Figure 1. Placement by cell class.
Scale bar: 20 microns. Fill, decap, tap and diode cells in grey.
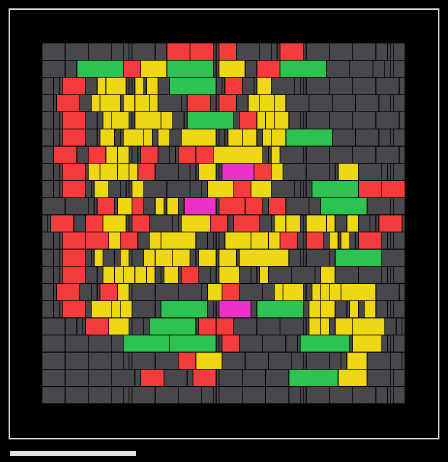
Figure 2. Selected gate families.
Scale bar: 20 microns.
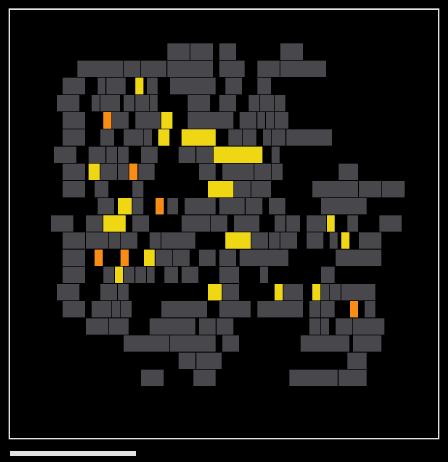
`config.mk`:
```
export PLATFORM = sky130hd
export DESIGN_NAME = shot_clock_bcd
export DESIGN_NICKNAME = d
export VERILOG_FILES = /design/src/rtl/shot_clock_bcd.sv
export SDC_FILE = /design/constraint.sdc
export NUM_CORES = 1
export LEC_CHECK = 0
export CORE_MARGIN = 5
export CORE_UTILIZATION = 30
export CTS_BUF_LIST = sky130_fd_sc_hd__clkbuf_8
export DETAILED_ROUTE_END_ITERATION = 12
export SYNTH_ARGS = -nofsm -noshare
export SYNTH_HDL_FRONTEND = slang
export SYNTH_SLANG_ARGS = --single-unit
export TNS_END_PERCENT = 1
```
`constraint.sdc`:
```
create_clock -name CP -period 1.7 [get_ports CP]
set_clock_uncertainty 0.15 [all_clocks]
set_input_delay 0.17 -clock CP [delete_from_list [all_inputs] [get_ports CP]]
set_output_delay 0.17 -clock CP [all_outputs]
set_load 0.005 [all_outputs]
```
`src/rtl/shot_clock_bcd.sv`:
```
// Shot/game clock: parametrised BCD down-counter with run/pause control,
// full/alternate preset reload, sanitised parallel load, a one-cycle expiry
// pulse and a buzzer that stays on for a fixed number of ticks after expiry.
// Every flop is clocked by CP; tick is used only as an enable.
module shot_clock_bcd #(
  parameter int                  DIGITS     = 2,
  parameter logic [4*DIGITS-1:0] PRESET     = 'h24,
  parameter logic [4*DIGITS-1:0] ALT_PRESET = 'h14,
  parameter int                  BUZZ_TICKS = 3
) (
  input  logic                  CP,
  input  logic                  CR,
  input  logic                  tick,
  input  logic                  run,
  input  logic                  rld_full,
  input  logic                  rld_alt,
  input  logic                  load,
  input  logic [4*DIGITS-1:0]   D,
  output logic [4*DIGITS-1:0]   Q,
  output logic                  zero,
  output logic                  expire,
  output logic                  buzzer,
  output logic [1:0]            state
);

  localparam int             W        = 4 * DIGITS;
  localparam logic [W-1:0]   ONE      = W'(1);
  localparam logic [3:0]     BUZZ_LIM = 4'(BUZZ_TICKS);

  typedef enum logic [1:0] {
    ST_IDLE    = 2'd0,
    ST_RUN     = 2'd1,
    ST_PAUSE   = 2'd2,
    ST_EXPIRED = 2'd3
  } state_e;

  state_e       state_q, state_d;
  logic [W-1:0] q_q, q_d;
  logic         expire_q, expire_d;
  logic         buzzer_q, buzzer_d;
  logic [3:0]   buzz_cnt_q, buzz_cnt_d;

  logic         load_any;
  logic [W-1:0] load_val;

  // Clamp every nibble above 9 down to 9 so the count stays valid BCD.
  function automatic logic [W-1:0] sanitize(input logic [W-1:0] v);
    logic [W-1:0] r;
    r = v;
    for (int i = 0; i < DIGITS; i++) begin
      if (v[4*i +: 4] > 4'd9) r[4*i +: 4] = 4'd9;
    end
    return r;
  endfunction

  // BCD decrement by one; a zero digit becomes 9 and borrows from the next.
  // Callers guarantee v is non-zero, so the result never wraps.
  function automatic logic [W-1:0] bcd_dec(input logic [W-1:0] v);
    logic [W-1:0] r;
    logic         borrow;
    r      = v;
    borrow = 1'b1;
    for (int i = 0; i < DIGITS; i++) begin
      if (borrow) begin
        if (v[4*i +: 4] == 4'd0) begin
          r[4*i +: 4] = 4'd9;
        end else begin
          r[4*i +: 4] = v[4*i +: 4] - 4'd1;
          borrow      = 1'b0;
        end
      end
    end
    return r;
  endfunction

  assign load_any = load | rld_full | rld_alt;
  assign load_val = load     ? sanitize(D) :
                    rld_full ? PRESET      : ALT_PRESET;

  // Next-state, count, expiry and buzzer logic.
  always_comb begin
    // NOTE: every variable gets a default before any branch so no path
    // leaves it unassigned, which would otherwise infer a latch.
    state_d    = state_q;
    q_d        = q_q;
    expire_d   = 1'b0;
    buzzer_d   = buzzer_q;
    buzz_cnt_d = buzz_cnt_q;

    if (load_any) begin
      // Loads win over counting; a tick in the same cycle is dropped.
      q_d        = load_val;
      buzzer_d   = 1'b0;
      buzz_cnt_d = 4'd0;
      if (load_val == '0) state_d = ST_EXPIRED;
      else if (run)       state_d = ST_RUN;
      else                state_d = ST_IDLE;
    end else begin
      // Buzzer counts ticks after expiry and drops on the last one.
      if (buzzer_q && tick) begin
        if (buzz_cnt_q + 4'd1 == BUZZ_LIM) begin
          buzzer_d   = 1'b0;
          buzz_cnt_d = 4'd0;
        end else begin
          buzz_cnt_d = buzz_cnt_q + 4'd1;
        end
      end

      unique case (state_q)
        ST_IDLE: begin
          if (run) state_d = ST_RUN;
        end
        ST_RUN: begin
          if (tick && q_q != '0) begin
            q_d = bcd_dec(q_q);
            if (q_q == ONE) begin
              state_d    = ST_EXPIRED;
              expire_d   = 1'b1;
              buzzer_d   = 1'b1;
              buzz_cnt_d = 4'd0;
            end else if (!run) begin
              state_d = ST_PAUSE;
            end
          end else if (!run) begin
            state_d = ST_PAUSE;
          end
        end
        ST_PAUSE: begin
          if (run) state_d = ST_RUN;
        end
        ST_EXPIRED: begin
          state_d = ST_EXPIRED;
        end
        default: state_d = ST_IDLE;
      endcase
    end
  end

  // State registers with synchronous active-low reset.
  always_ff @(posedge CP) begin
    // NOTE: non-blocking assignments so every flop samples pre-edge values.
    if (!CR) begin
      state_q    <= ST_IDLE;
      q_q        <= PRESET;
      expire_q   <= 1'b0;
      buzzer_q   <= 1'b0;
      buzz_cnt_q <= 4'd0;
    end else begin
      state_q    <= state_d;
      q_q        <= q_d;
      expire_q   <= expire_d;
      buzzer_q   <= buzzer_d;
      buzz_cnt_q <= buzz_cnt_d;
    end
  end

  assign Q      = q_q;
  assign zero   = (q_q == '0);
  assign expire = expire_q;
  assign buzzer = buzzer_q;
  assign state  = state_q;

endmodule

```
==> impl_metrics.yaml <==
# generated from flow reports
finish:
  antenna_cells: 0
  seq_area_sq_um: 323
  lay_top_cells: "buf_4 (28), clkdlybuf4s50_1 (26), dfxtp_1 (14), nand2_1 (14)"
drt:
  routed_wl_mm: 3.06
  vias: 1194
  first_pass_iters: 4
run_status:
  violations: "negative setup slack"
  status: "finished, violations left"
yosys:
  syn_nets: 143
timing:
  fin_setup_tns_ns: -0.0637
  setup_viol: 2
  hold_slack_ns: 0.341
  layout_setup_ws_ns: -0.0486
critical_path:
  crit_fanout: 4
  crit_type: "reg -> reg"
  cp.arrival_ns: 1.79
pwr:
  p_int_w: 0.000681
  seqPwrFrac_pct: 43.1
  combPwrFrac_pct: 27.0
job:
  cap_violations: 0
die:
  die_area_sq_um: 4600
Back to the opening pictures, Figure 1:
red -> remaining buffers and delay cells  # cells 57
yellow -> combinational and other logic  # cells 105
green -> sequential cells  # cells 16
magenta -> clock drivers  # cells 3
Layout Cell Area excl Fill: 1630 sq um
core area: 3280 sq um
Cell Rows: 21

Back to the opening pictures, Figure 2:
orange -> inv cells  # cells 6, most used inv_1
yellow -> nor cells  # cells 17, most used nor2_1
multi-input combinational area share: 42.3%
most numerous logic cell after layout: buf_4
post-route insts no fill: 227

synth_stat cells, types with 2 or more instances:
library cell | instances | share of area [%]
o221a_1 | 2 | 2.2
or3_1 | 4 | 2.5
nor4_1 | 2 | 1.2
dfxtp_1 | 16 | 32
a21oi_1 | 9 | 4.5
or4_4 | 2 | 2.2
nor3_1 | 5 | 2.5
inv_1 | 6 | 2.2
nor2_1 | 6 | 2.2
o21ai_0 | 5 | 2.5
nand2_1 | 14 | 5.2
o31ai_1 | 3 | 2.2
a31oi_1 | 5 | 3.1
nand2b_1 | 2 | 1.2
clkbuf_1 | 4 | 1.5
a211oi_1 | 3 | 2.2
o21a_1 | 2 | 1.5
nand3_1 | 9 | 4.5
ha_1 | 2 | 2.5
xnor2_1 | 2 | 1.7
and3b_1 | 2 | 1.7
power groups by stage:
stage / clock, W / combinational, W / sequential (W)
final: 0.000276 / 0.000249 / 0.000398
after global placement: 0 / 0.000231 / 0.000405
after global routing: 0.000301 / 0.000270 / 0.000400
after CTS: 0.000287 / 0.000243 / 0.000398
after detailed placement: 0 / 0.000232 / 0.000406
after floorplan: 0 / 0.0000827 / 0.000416
timing repair:
| action | CTS | global route |
|---|---|---|
| pin swaps | 7 | 3 |
| resized | 9 | 3 |
| buffers inserted | 1 | 0 |
| setup endpoints to repair | 7 | 14 |
flip-flops by register name (all words and copies together), names as in the netlist:
| register | cells |
|---|---|
| Q | 8 |
| buzz_cnt_q | 4 |
| state | 2 |
| buzzer | 1 |
| expire | 1 |
metal layers:
layer | track usage, % | up-vias | share of wire (%)
met1 | 18.1 | 559 | 46
met3 | 3.00 | 2 | 5.3
met2 | 25.2 | 40 | 48
met4 | 6.45 | 0 | 0.52
met5 | 0 | - | 0
li1 | - | 593 | -
cell families after synthesis:
family	synth area share (%)
flops	32.0
simple gates	31.2
compound gates	27.5
fa+ha+maj	2.50
xor+xnor	2.62
buf+inv	4.24
through the flow:
step / util, % / power (W) / setup slack [ns]
6_report: 49.7 / 0.000923 / -0.0486
5_1_grt: 49.7 / 0.000970 / -0.111
4_1_cts: 49.1 / 0.000928 / -0.0560
3_5_place_dp: 46.9 / 0.000637 / -0.188
3_3_place_gp: 46.9 / 0.000636 / -0.166
2_1_floorplan: - / 0.000498 / 0.00278
final cells by class:
type	count	area share, %
multi-input combinational	99	42.3
inverter	6	1.38
tap	46	3.53
clock buffer	3	2.53
timing repair buffer	57	30.5
sequential	16	19.8
path summary, 6_finish.rpt:
kind	to	start	cells past startpoint	slack (ns)
max reg2reg	Q[1]$_SDFFE_PN0P_	Q[1]$_SDFFE_PN0P_	5	-0.05
min	buzz_cnt_q[0]$_SDFF_PP0_	buzz_cnt_q[0]$_SDFF_PP0_	2	0.34
min reg2reg	buzz_cnt_q[0]$_SDFF_PP0_	buzz_cnt_q[0]$_SDFF_PP0_	2	0.34
max	Q[1]$_SDFFE_PN0P_	Q[1]$_SDFFE_PN0P_	5	-0.05
worst max-delay path, stage by stage (launching register included):
cell	delay, ns
dfxtp_1	0.31
or4_4	0.57
buf_6	0.16
o21a_1	0.19
a31oi_1	0.13
o221a_1	0.19
Power is estimated from default activity; no workload was simulated.
